### config.mk
export PLATFORM = sky130hd
export DESIGN_NAME = flasher_flick_sched
export DESIGN_NICKNAME = d
export VERILOG_FILES = /design/src/rtl/flasher_pkg.sv /design/src/rtl/flasher_flick_sched_rr_arbiter.sv /design/src/rtl/flasher_flick_sched.sv
export SDC_FILE = /design/constraint.sdc
export NUM_CORES = 1
export LEC_CHECK = 0
export CORE_AREA = 4 4 78 80
export DETAILED_ROUTE_END_ITERATION = 16
export DIE_AREA = 0 0 82 84
export PLACE_DENSITY = 0.46
export SYNTH_ARGS = -nofsm -noshare
export SYNTH_HDL_FRONTEND = slang
export SYNTH_HIERARCHICAL = 1
export SYNTH_SLANG_ARGS = --single-unit
### constraint.sdc
create_clock -name clk -period 2.3 [get_ports clk]
set_clock_uncertainty 0.1 [all_clocks]
set_input_delay 0.23 -clock clk [delete_from_list [all_inputs] [get_ports clk]]
set_output_delay 0.23 -clock clk [all_outputs]
set_load 0.01 [all_outputs]
### src/rtl/flasher_pkg.sv
// flasher_pkg
// Shared types and constants for the bound-flasher flick scheduler.
//   sched_state_t : scheduler FSM states
//   FL_IDLE       : flasher state-register value meaning "idle"
//   KB_LO / KB_HI : lamp patterns at which a kickback flick is allowed
//   LAMPS_W       : width of the flasher lamp vector
package flasher_pkg;

  typedef enum logic [1:0] {
    S_IDLE  = 2'd0,
    S_FLICK = 2'd1,
    S_RUN   = 2'd2,
    S_DONE  = 2'd3
  } sched_state_t;

  localparam logic [2:0]  FL_IDLE = 3'd0;
  localparam int          LAMPS_W = 16;
  localparam logic [15:0] KB_LO   = 16'h003F;
  localparam logic [15:0] KB_HI   = 16'h07FF;

endpackage

### src/rtl/flasher_flick_sched_rr_arbiter.sv
// rr_arbiter
// Combinational round-robin arbiter. Priority starts at the index after ptr.
//   req : request vector
//   ptr : index of the last grantee
//   win : one-hot winner (all zero when no request)
//   any : at least one request present
module rr_arbiter #(
  parameter int NREQ = 3
) (
  input  logic [NREQ-1:0]         req,
  input  logic [$clog2(NREQ)-1:0] ptr,
  output logic [NREQ-1:0]         win,
  output logic                    any
);

  localparam int PW = $clog2(NREQ);

  logic [PW-1:0]   start;
  logic [NREQ-1:0] rot;
  logic [NREQ-1:0] pick;

  // Rotate so the first eligible index lands at bit 0, take the lowest set
  // bit, then rotate the one-hot result back into requester order.
  always_comb begin
    start = (ptr == PW'(NREQ - 1)) ? '0 : ptr + 1'b1;
    rot   = NREQ'({req, req} >> start);
    pick  = rot & (~rot + 1'b1);
    win   = NREQ'({pick, pick} << start >> NREQ);
    any   = |req;
  end

endmodule

### src/rtl/flasher_flick_sched.sv
// flasher_flick_sched
// Shares one bound-flasher among NREQ requesters. Grants one requester at a
// time, drives the flasher's flick input to start a run, watches fl_state
// until the run ends and returns a one-cycle done pulse to the owner.
// Ports:
//   clk, rst (synchronous, active-low)
//   req[NREQ]  : level requests, held until done
//   kick[NREQ] : kickback requests (only with FLASHER_KICKBACK_EN)
//   fl_state   : flasher state register, lamps : flasher lamp vector
//   flick      : flasher flick input
//   grant      : one-hot current owner, done : completion pulse to owner
//   err        : one-cycle timeout pulse, busy : scheduler not idle
// Optional feature: define FLASHER_KICKBACK_EN to let the owner re-flick the
// flasher during RUN when the lamps sit at KB_LO or KB_HI.
module flasher_flick_sched
  import flasher_pkg::*;
#(
  parameter int NREQ     = 3,
  parameter int START_TO = 16,
  parameter int RUN_TO   = 4096
) (
  input  logic               clk,
  input  logic               rst,
  input  logic [NREQ-1:0]    req,
  input  logic [NREQ-1:0]    kick,
  input  logic [2:0]         fl_state,
  input  logic [LAMPS_W-1:0] lamps,
  output logic               flick,
  output logic [NREQ-1:0]    grant,
  output logic [NREQ-1:0]    done,
  output logic               err,
  output logic               busy
);

  localparam int CW = $clog2((START_TO > RUN_TO) ? START_TO : RUN_TO);
  localparam int PW = $clog2(NREQ);

  sched_state_t    state_reg, state_next;
  logic [NREQ-1:0] grant_reg, grant_next;
  logic [NREQ-1:0] done_reg, done_next;
  logic            flick_reg, flick_next;
  logic            err_reg, err_next;
  logic [PW-1:0]   ptr_reg, ptr_next;
  logic [CW-1:0]   cnt_reg, cnt_next;

  logic [NREQ-1:0] win;
  logic            any_req;
  logic [PW-1:0]   owner_idx;
  logic [CW-1:0]   cnt_inc;
  logic            fl_active;
  logic            start_expired;
  logic            run_expired;

  rr_arbiter #(.NREQ(NREQ)) u_arb (
    .req (req),
    .ptr (ptr_reg),
    .win (win),
    .any (any_req)
  );

  assign fl_active     = (fl_state != FL_IDLE);
  assign start_expired = (cnt_reg == CW'(START_TO - 1));
  assign run_expired   = (cnt_reg == CW'(RUN_TO - 1));
  // Saturating increment: the counter must never wrap back to zero.
  assign cnt_inc       = (cnt_reg == '1) ? cnt_reg : cnt_reg + 1'b1;

  always_comb begin
    owner_idx = '0;
    for (int i = 0; i < NREQ; i++) begin
      if (grant_reg[i]) owner_idx = PW'(i);
    end
  end

  // State register (plus the registered outputs and datapath).
  always_ff @(posedge clk) begin
    if (!rst) begin
      state_reg <= S_IDLE;
      grant_reg <= '0;
      done_reg  <= '0;
      flick_reg <= 1'b0;
      err_reg   <= 1'b0;
      ptr_reg   <= PW'(NREQ - 1);   // req[0] wins the first arbitration
      cnt_reg   <= '0;
    end else begin
      state_reg <= state_next;
      grant_reg <= grant_next;
      done_reg  <= done_next;
      flick_reg <= flick_next;
      err_reg   <= err_next;
      ptr_reg   <= ptr_next;
      cnt_reg   <= cnt_next;
    end
  end

  // Next-state logic.
  always_comb begin
    state_next = state_reg;
    case (state_reg)
      S_IDLE:  if (any_req) state_next = S_FLICK;
      S_FLICK: begin
        if (fl_active)          state_next = S_RUN;
        else if (start_expired) state_next = S_IDLE;
      end
      S_RUN: begin
        if (!fl_active)       state_next = S_DONE;
        else if (run_expired) state_next = S_IDLE;
      end
      S_DONE:  state_next = S_IDLE;
      default: state_next = S_IDLE;
    endcase
  end

  // Output / datapath next values.
  always_comb begin
    grant_next = grant_reg;
    done_next  = '0;
    flick_next = flick_reg;
    err_next   = 1'b0;
    ptr_next   = ptr_reg;
    cnt_next   = cnt_inc;
    case (state_reg)
      S_IDLE: begin
        cnt_next = '0;
        if (any_req) begin
          grant_next = win;
          flick_next = 1'b1;
        end
      end
      S_FLICK: begin
        if (fl_active) begin
          flick_next = 1'b0;
          cnt_next   = '0;
        end else if (start_expired) begin
          err_next   = 1'b1;
          grant_next = '0;
          flick_next = 1'b0;
          ptr_next   = owner_idx;
        end
      end
      S_RUN: begin
        // done is raised on entry to DONE so it is visible during DONE.
        if (!fl_active) begin
          done_next = grant_reg;
        end else if (run_expired) begin
          err_next   = 1'b1;
          grant_next = '0;
          ptr_next   = owner_idx;
        end
      end
      S_DONE: begin
        grant_next = '0;
        ptr_next   = owner_idx;
        cnt_next   = '0;
      end
      default: begin
        grant_next = '0;
        flick_next = 1'b0;
      end
    endcase
  end

  assign grant = grant_reg;
  assign done  = done_reg;
  assign err   = err_reg;
  assign busy  = (state_reg != S_IDLE);

`ifdef FLASHER_KICKBACK_EN
  // Combinational so the Mealy flasher sees the flick in the same cycle the
  // lamps reach a kickback pattern.
  logic kb_hit;
  assign kb_hit = (state_reg == S_RUN) && (|(kick & grant_reg)) &&
                  ((lamps == KB_LO) || (lamps == KB_HI));
  assign flick  = flick_reg | kb_hit;
`else
  logic unused_inputs;
  assign unused_inputs = ^{kick, lamps};
  assign flick         = flick_reg;
`endif

endmodule

==> images/clock_nets.png <==
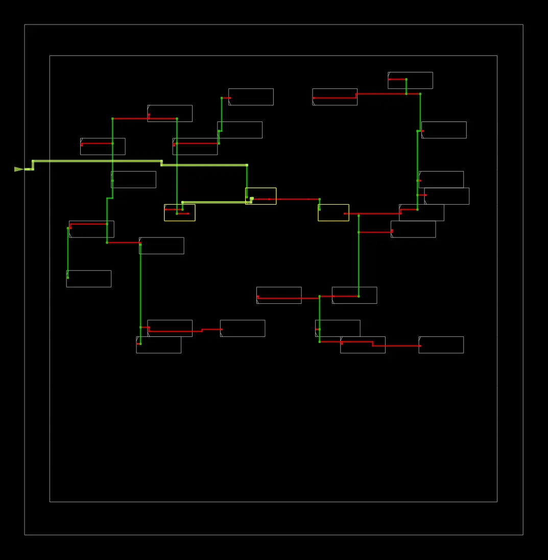
clk pwr: 0.246 mW
Sink Count: 24
flop count: 24
worst skew pair latency: 0.26 ns

==> images/m3.png <==
Scale: 4 px per um.
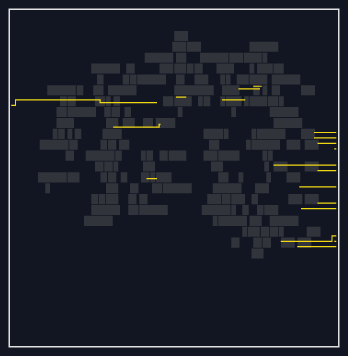
19 nets have wire on it. The longest straight run is 21.2 um. The layer holds 5.0% of the routed length. The layer carries 149 um of wire. The wires run mostly horizontal.

==> images/sizing.png <==
Scale: 3 px per um.
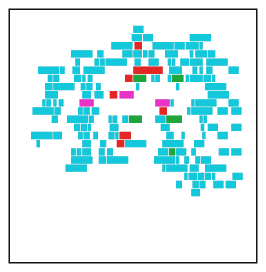
Key: x6 and larger = magenta [cells 3, most used clkbuf_8]; x3 and x4 = red [cells 7, most used buf_4]; x2 = green [cells 5]; x1 and smaller = cyan [cells 149, most used dfxtp_1]

-- area by class of cell --
cell class | instances | area (um2) | share of cell area (%)
clock buffers | 3 | 41.3 | 2.59
well taps | 72 | 90.1 | 5.66
multi-input cells | 108 | 753 | 47.3
repair buffers | 21 | 198 | 12.4
flip-flops and latches | 24 | 480 | 30.2
inverters | 8 | 30.0 | 1.89
-- through the flow --
| step | cells | setup slack (ns) |
|---|---|---|
| 3_3_place_gp | 233 | 0.137 |
| 5_1_grt | 236 | 0.0387 |
| 3_5_place_dp | 233 | 0.108 |
| 4_1_cts | 236 | 0.170 |
| 6_report | 236 | 0.143 |
| 2_1_floorplan | 145 | 0.304 |
-- power breakdown --
part	internal [mW]	switching (mW)
logic	0.102	0.101
clock network	0.117	0.129
registers	0.436	0.0142
-- critical path, cell delays in order, from the launching register on --
cell and delay (ns):
dfxtp_1 0.36, or4_1 0.64, o31ai_2 0.34, o221a_2 0.29
mux2_1 0.32
-- synthesized netlist by cell type, types with 3 or more instances --
master   instances  area [um2]
nor2b_1          3        18.8
and3_1           3        18.8
a31oi_1          4        25.0
or3_1            5        31.3
nand4_1          4        25.0
a21oi_1          8        40.0
dfxtp_1         24         480
ha_1             6        75.1
inv_1            8        30.0
nor2_1          11        41.3
o21ai_0          3        15.0
nand3_1          9        45.0
mux2i_1          5        50.1
nand2_1         11        41.3
-- cell usage in the layout, fill, tap and decap left out, drive strengths merged, types with 3 or more instances in the layout --
cell type,synthesis,layout
a21oi,8,8
a31oi,4,4
and3,3,3
buf,3,5
clkbuf,2,3
clkdlybuf4s50,0,16
dfxtp,24,24
ha,6,6
inv,8,8
mux2i,5,5
nand2,11,11
nand3,9,9
nand4,4,4
nor2,11,11
nor2b,3,3
o21ai,4,4
or3,5,5
or4,3,3
-- final timing paths --
check | slack [ns] | end | depth (start not counted)
setup / recovery | 0.14 | state_reg[0]$_SDFFE_PN0P_ | 4
hold / removal | 0.38 | done[0]$_SDFF_PP0_ | 2
setup reg to reg | 0.14 | state_reg[0]$_SDFFE_PN0P_ | 4
hold reg to reg | 0.38 | done[0]$_SDFF_PP0_ | 2
-- routing by layer --
| layer | up-vias | wire (um) | global-route usage (%) |
|---|---|---|---|
| met2 | 26 | 1360 | 14.6 |
| met1 | 528 | 1450 | 11.7 |
| met3 | 0 | 148 | 3.13 |
| met5 | - | 0 | 0 |
| met4 | 0 | 0 | 0.453 |
| li1 | 573 | - | - |
-- cell families (layout without fill, tap and decap cells) --
group | Yosys count | count (layout) | share of synthesized area (%)
flops | 24 | 24 | 36.9
mux | 6 | 6 | 4.71
buf+inv | 13 | 32 | 5.19
compound gates | 33 | 33 | 20.1
fa+ha+maj | 6 | 6 | 5.77
xor+xnor | 4 | 4 | 2.69
simple gates | 59 | 59 | 24.6
==> deck_impl_summary.md <==
Synthesis and Place & Route Summary

Detailed routing
  • DR vias: 1,127
  • ANT nets after route: 0
  • Total routed wirelength: 2960 um
  • First-pass iteration count of the detailed router: 4
  • WL/cell: 12.5 um
  • Residual DRC count: 0
  • Vias per cell: 4.78
  • DRT iter0 DRCs: 38

Final timing
  • Fin Hold WS: 0.376 ns
  • F_max: 464 MHz
  • Final Max Tran Viols: 0
  • Unrepaired setup endpoints after global routing: false
  • Setup Viol. Count Final: 0
  • Worst-margin pin slew: 0.379 ns
  • Hold Fails Final Rpt: 0
  • Final period util: 93.8%
  • Setup TNS: 0 ns
  • Min Tclk post-route: 2.16 ns
  • Rel. slew slack: 74.5%

Layout
  • Fillers: 591
  • Final Net Count: 199
  • Final Core Density: 29.5%
  • Max reg flops: 12
  • Share of cells above drive strength 1: 9.15%
  • # diodes: 0
  • Finished Cell Area: 1590 um2
  • Synth-to-layout area growth: 22.4%

Clock tree
  • CTS Buffer Depth: 2
  • Total CTS buffers: 3
  • CTS Root Cell: clkbuf_8
  • H-tree depth: 1
  • Post_cts resized: 0
  • CTS tree: done
  • Clk slew on worst S/H paths: 0.08 ns
  • Post-CTS setup repair buffer count: 0
  • CTS Hold Buffers Added: 0

Floorplanning
  • Die Height: 84 um
  • Ports: 36
  • Pre-Place Util: 24.1%
  • Core area: 5410 um2
  • Chip area: 6890 um2
  • Rows: 27
  • Die X: 82 um

Setup path
  • CP endpoint kind: register
  • Crit Path Class: register to register
  • Crit path DAT: 2.21 ns
  • Req. time, crit path: 2.35 ns
  • Crit start category: register
  • FF-to-FF Start: cnt_reg[5]$_SDFF_PN0_
  • Setup crit start: cnt_reg[5]$_SDFF_PN0_
  • Worst-path fanout max: 6

Run status
  • Status: finished clean

Hold path
  • Hold_sp: grant[0]$_SDFFE_PN0P_
  • Hold WC Path Type: register to register

Synthesis
  • Synthesis-stage register bit count: 24
  • Yosys Instances: 145
  • Register share after synthesis: 36.9%
  • Top_reg_cell synth: dfxtp_1
  • Yosys stat area: 1300 um2
  • Ys async rst share: 0%
  • Gate Count Post-Synth: 145
  • Synthesized area: 1300 um2
  • Warnings from Yosys: 6
  • Yosys cell types: 45
  • Floorplan net count: 178
  • Post-Syn Area per Cell: 8.97 um2
  • Post-synth EDFFs: 0

Placement
  • # port buffers: 16
  • Hpwl dp: 2280 um
  • Gp weighted congestion: 0.759
  • Area of placed instances: 1550 um2

Global route
  • Total Routing Usage GR: 8.92%
  • Pin count of the biggest net entering global routing: 13
  • Initial antenna violation count: 0
  • First-pass GRT wire length: 4990 um
  • Total grt overflow: 0
  • Vias in the first global route: 1,100

Power
  • Pwr Density: 564 nW/um2
  • LEAKAGE: 0.565 nW
  • Worst VDD drop: 287 uV
  • Total power: 0.898 mW

Run
  • Maxcap violations: 0
  • Tool warnings: 49
Power and IR drop assume default switching activity.
